## src/rtl/mips16_imem_loader_pkg.sv

```systemverilog
// Shared definitions for the mips16_sc instruction-memory loader:
// instruction width, default frame marker and loader state encoding.
package mips16_imem_loader_pkg;

    localparam int unsigned InstrW = 32;
    localparam logic [7:0] SyncByteDefault = 8'hA5;

    typedef enum logic [2:0] {
        StIdle,
        StLenHi,
        StLenLo,
        StData,
        StCheck,
        StDone,
        StError
    } loader_state_e;

endpackage

```

## src/rtl/mips16_byte_packer.sv

```systemverilog
// Packs a byte stream (MSB first) into InstrW-bit words; word_valid_o pulses
// for one cycle after the edge that accepted the fourth byte of a word.
module mips16_byte_packer
    import mips16_imem_loader_pkg::*;
(
    input  logic              clock_i,
    input  logic              reset_i,
    input  logic              clear_i,
    input  logic              byte_valid_i,
    input  logic [7:0]        byte_i,
    output logic              last_byte_o,
    output logic              word_valid_o,
    output logic [InstrW-1:0] word_o
);

    logic [1:0]        idx_q;
    logic [23:0]       acc_q;
    logic [InstrW-1:0] word_q;
    logic              word_valid_q;

    always_ff @(posedge clock_i or posedge reset_i) begin
        if (reset_i) begin
            idx_q        <= 2'd0;
            acc_q        <= 24'd0;
            word_q       <= '0;
            word_valid_q <= 1'b0;
        end else begin
            word_valid_q <= 1'b0;
            if (clear_i) begin
                idx_q <= 2'd0;
            end else if (byte_valid_i) begin
                acc_q <= {acc_q[15:0], byte_i};
                idx_q <= idx_q + 2'd1;
                if (idx_q == 2'd3) begin
                    word_q       <= {acc_q, byte_i};
                    word_valid_q <= 1'b1;
                end
            end
        end
    end

    assign last_byte_o  = (idx_q == 2'd3);
    assign word_valid_o = word_valid_q;
    assign word_o       = word_q;

endmodule

```

## src/rtl/mips16_imem_loader.sv

```systemverilog
// Framed byte-stream loader: SYNC, LEN_HI, LEN_LO, N*4 data bytes, XOR checksum.
// Writes words from address 0 and releases cpu_hold_o only after a verified frame.
module mips16_imem_loader
    import mips16_imem_loader_pkg::*;
#(
    parameter int unsigned ADDR_W    = 8,
    parameter logic [7:0]  SYNC_BYTE = SyncByteDefault
) (
    input  logic              clock_i,
    input  logic              reset_i,
    input  logic [7:0]        rx_data_i,
    input  logic              rx_valid_i,
    output logic              rx_ready_o,
    output logic              imem_we_o,
    output logic [ADDR_W-1:0] imem_addr_o,
    output logic [InstrW-1:0] imem_data_o,
    output logic              cpu_hold_o,
    output logic              busy_o,
    output logic              load_done_o,
    output logic              load_error_o
);

    localparam int unsigned CntW     = ADDR_W + 1;
    localparam logic [31:0] MaxWords = 32'(1) << ADDR_W;

    loader_state_e     state_q, state_d;
    logic [15:0]       len_q;
    logic [7:0]        xor_q;
    logic [CntW-1:0]   cnt_q;
    logic [ADDR_W-1:0] addr_q;
    logic              busy_q, hold_q, done_q, err_q;

    logic              rx_accept, is_sync, arm, pk_valid, pk_last;
    logic [31:0]       len_new, cnt_inc;

    assign rx_ready_o = ~reset_i;
    assign rx_accept  = rx_valid_i & ~reset_i;
    assign is_sync    = (rx_data_i == SYNC_BYTE);
    assign arm        = rx_accept && is_sync && (state_q inside {StIdle, StDone, StError});
    assign pk_valid   = rx_accept && (state_q == StData);
    assign len_new    = {16'd0, len_q[15:8], rx_data_i};
    assign cnt_inc    = 32'(cnt_q) + 32'd1;

    mips16_byte_packer u_packer (
        .clock_i      (clock_i),
        .reset_i      (reset_i),
        .clear_i      (arm),
        .byte_valid_i (pk_valid),
        .byte_i       (rx_data_i),
        .last_byte_o  (pk_last),
        .word_valid_o (imem_we_o),
        .word_o       (imem_data_o)
    );

    always_comb begin
        state_d = state_q;
        if (rx_accept) begin
            unique case (state_q)
                StIdle:  if (is_sync) state_d = StLenHi;
                StLenHi: state_d = StLenLo;
                StLenLo: begin
                    if (len_new > MaxWords)   state_d = StError;
                    else if (len_new == 32'd0) state_d = StCheck;
                    else                       state_d = StData;
                end
                StData:  if (pk_last && cnt_inc == {16'd0, len_q}) state_d = StCheck;
                StCheck: state_d = (rx_data_i == xor_q) ? StDone : StError;
                StDone, StError: if (is_sync) state_d = StLenHi;
                default: state_d = StIdle;
            endcase
        end
    end

    always_ff @(posedge clock_i or posedge reset_i) begin
        if (reset_i) begin
            state_q <= StIdle;
            len_q   <= 16'd0;
            xor_q   <= 8'd0;
            cnt_q   <= '0;
            addr_q  <= '0;
            busy_q  <= 1'b0;
            hold_q  <= 1'b1;
            done_q  <= 1'b0;
            err_q   <= 1'b0;
        end else begin
            state_q <= state_d;
            busy_q  <= state_d inside {StLenHi, StLenLo, StData, StCheck};
            hold_q  <= (state_d != StDone);
            done_q  <= (state_d == StDone);
            err_q   <= (state_d == StError);
            if (arm) begin
                xor_q <= 8'd0;
                cnt_q <= '0;
            end else if (rx_accept && (state_q inside {StLenHi, StLenLo, StData})) begin
                xor_q <= xor_q ^ rx_data_i;
            end
            if (rx_accept && state_q == StLenHi) len_q[15:8] <= rx_data_i;
            if (rx_accept && state_q == StLenLo) len_q[7:0]  <= rx_data_i;
            // Address is latched on the same edge the packer registers the word.
            if (pk_valid && pk_last) begin
                addr_q <= cnt_q[ADDR_W-1:0];
                cnt_q  <= cnt_q + CntW'(1);
            end
        end
    end

    assign imem_addr_o  = addr_q;
    assign cpu_hold_o   = hold_q;
    assign busy_o       = busy_q;
    assign load_done_o  = done_q;
    assign load_error_o = err_q;

endmodule

```

## config.mk

```make
export PLATFORM = sky130hd
export DESIGN_NAME = mips16_imem_loader
export DESIGN_NICKNAME = d
export VERILOG_FILES = /design/src/rtl/mips16_imem_loader_pkg.sv /design/src/rtl/mips16_byte_packer.sv /design/src/rtl/mips16_imem_loader.sv
export SDC_FILE = /design/constraint.sdc
export NUM_CORES = 1
export LEC_CHECK = 0
export CAP_MARGIN = 15
export CORE_MARGIN = 2
export CORE_UTILIZATION = 45
export CTS_CLUSTER_DIAMETER = 200
export DETAILED_ROUTE_END_ITERATION = 10
export PLACE_DENSITY = 0.72
export SLEW_MARGIN = 40
export SYNTH_ARGS = -nofsm -noshare
export SYNTH_HDL_FRONTEND = slang
export SYNTH_SLANG_ARGS = --single-unit
```

## constraint.sdc

```tcl
create_clock -name clock_i -period 5.4 [get_ports clock_i]
set_input_delay 1.62 -clock clock_i [delete_from_list [all_inputs] [get_ports clock_i]]
set_output_delay 1.62 -clock clock_i [all_outputs]
set_load 0.05 [all_outputs]
```

==> run_1/detail.png <==
Scale bar: 10 um. Window x 61 to 101, y 7 to 47 um. Cells in gray, sequential cells in the stronger gray; small squares are vias.
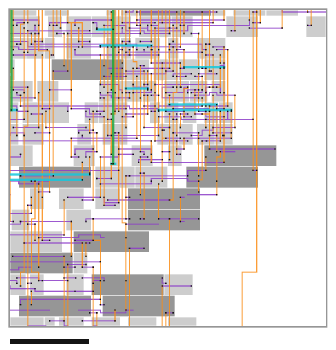
legend:
  metal 2:
    color: orange
  metal 1:
    color: purple
  metal 3:
    color: cyan
  metal 4:
    color: green
most frequent: dfrtp_1 (10), o21ai_0 (7), nand2_1 (6)
sequential cells in the window: 11
netlist names of flops here include: cnt_q (4), state_q (2)
cells with their middle in the window: 74

==> run_1/logic_types.png <==
Scale bar: 20 um.
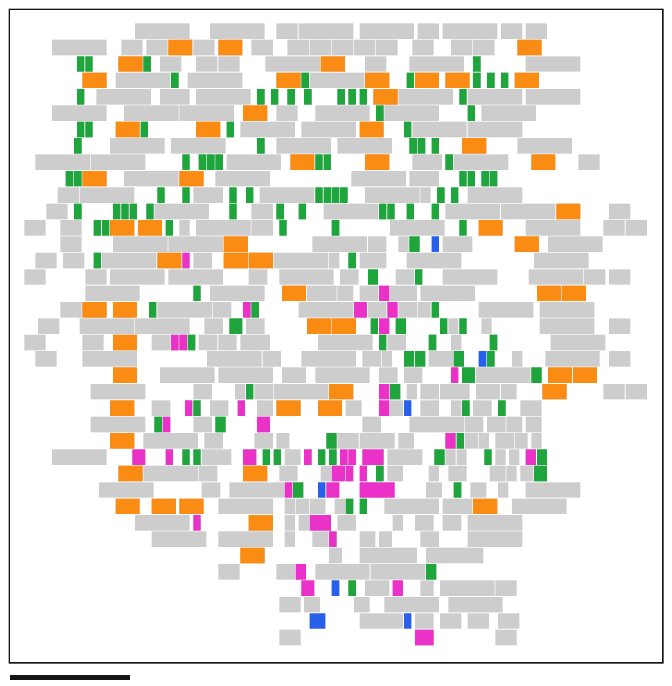
legend:
  nor cells:
    color: magenta
    cells: 37
  mux cells:
    color: orange
    cells: 56
    where: spread over the die
  inv cells:
    color: blue
    cells: 7
  nand cells:
    color: green
    cells: 122

==> out/results.ini, run 1 <==
[grt]
first_global_vias=3483
grt_max_degree=72

[finish]
largest_cell_class=flip-flops and latches
layout.non_clock_buffers=63
layout.clock_buffers=10
final_layout_size_suffix_gt1_share_pct=18.7
fillers=959
utilization_pct=53.8
synthesis_to_finish_area_growth_pct=17.8
inverters_excl_clock=7

[worst_setup_path]
crit_path_start=reset_i

[clock_network]
clkLatencyLatePin_ns=0.38
clkTransAtPathRegs_ns=0.10
numCtsBuffers=9

[power_and_ir_drop]
top_power_group=registers
power_frac_seq_pct=51.7
p_seq_uw=1140

[drt]
topRoutingLayerUsed=met4

[timing]
finalClockSkew_ns=0.0139
slew-limit-headroom_pct=50.1
hold_ws_ns=0.484

[outcome]
outcome=complete, no violations

[yosys]
fa_ha_area_share_pct=0.512
yosys.stat.seqShare_pct=54.8
yosys_cells=451

==> run_1/congestion.png <==
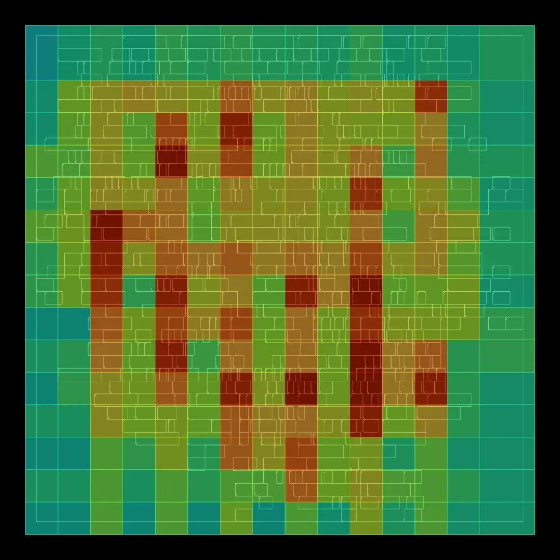
GRT Resource Usage Total: 18.5%
met2 global-route usage: 29.3%
met3 usage in global routing: 3.01%
layer with the highest usage: met2

## run 1: how the worst min path moves through the flow
stage	slack, ns	to	start	cells past startpoint
floorplan	0.44	u_packer.acc_q[16]	u_packer.acc_q[16]	2
global placement	0.45	u_packer.acc_q[19]	u_packer.acc_q[19]	2
detailed placement	0.46	u_packer.acc_q[17]	u_packer.acc_q[17]	2
CTS	0.49	u_packer.acc_q[23]	u_packer.acc_q[23]	2
global route	0.51	u_packer.acc_q[19]	u_packer.acc_q[19]	2
finish	0.48	u_packer.acc_q[19]	u_packer.acc_q[19]	2
## run 1: tightest hold or removal path: stages (launching register included)
cell and delay, ns:
sky130_fd_sc_hd__dfrtp_1 0.36, sky130_fd_sc_hd__nand2_1 0.05, sky130_fd_sc_hd__nand2_1 0.05
==> run_1/layer_met1.png <==
Scale bar: 20 um. Supply wires on this layer in gray.
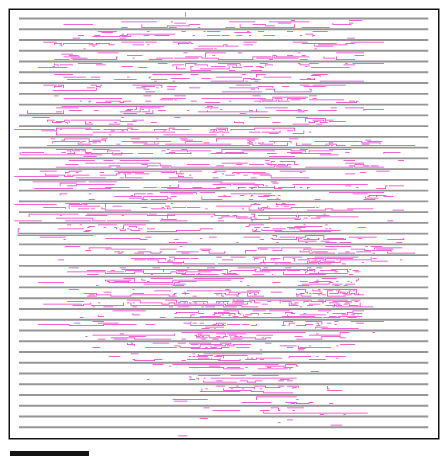

--- run 2 (diff from run 1) ---
- PLACE_DENSITY: 0.72 -> 0.69
- clock period: 5.4 -> 3.95 ns (I/O delays scaled with it)
==> run_2/layer_met1.png <==
Scale bar: 20 um. Supply wires on this layer in gray.
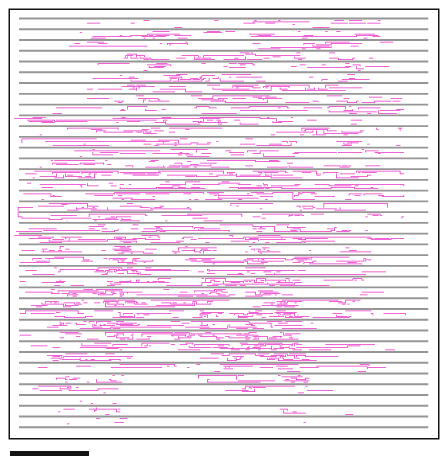
wire length on this layer: 4700 um
longest straight run: 32.2 um
main direction: horizontal
share of all routed wire: 45%
Global Route met1 Usage: 26.5%
Post-Route WL: 10400 um
via count: 3413

==> out/results.ini, run 2 <==
[finish]
inverters_excl_clock=7
layout.non_clock_buffers=65
fillers=940
largest_cell_class=flip-flops and latches
utilization_pct=54.9

[yosys]
yosys.stat.seqShare_pct=54.8
numSynthFlops=107

[timing]
hold_ws_ns=0.480
finalClockSkew_ns=0.00990
slew-limit-headroom_pct=59.4

[grt]
grt_max_degree=64
met2_usage_pct=30.9
grt_resource_usage_total_pct=19.2
first_global_vias=3400

[power_and_ir_drop]
top_power_group=registers
power_frac_seq_pct=49.8
p_seq_uw=1560

[outcome]
outcome=complete, no violations

[clock_network]
clkTransAtPathRegs_ns=0.10
clkLatencyLatePin_ns=0.37
numCtsBuffers=9

## run 2: cell counts after synthesis
Identical to the previous run, type by type.
## run 2: cell families after synthesis
kind of cell / after synthesis / synth area share (%)
and+or+nand+nor: 173 / 15.9
DFF: 107 / 54.8
muxes: 56 / 12.9
AOI/OAI and AO/OA: 47 / 6.78
xor gates and xnor gates: 33 / 5.91
buffers and inverters: 33 / 3.20
adders and majority gates: 2 / 0.512
## run 2: final timing paths
path,from,endpoint,slack [ns],cells after the start
max reg2reg,cnt_q[0],busy_o,1.16,9
min in group asynchronous,reset_i,load_error_o,1.08,2
max,reset_i,rx_ready_o,0.67,3
min,u_packer.acc_q[21],u_packer.acc_q[21],0.48,2
max in group asynchronous,reset_i,u_packer.acc_q[18],1.60,4
min reg2reg,u_packer.acc_q[21],u_packer.acc_q[21],0.48,2
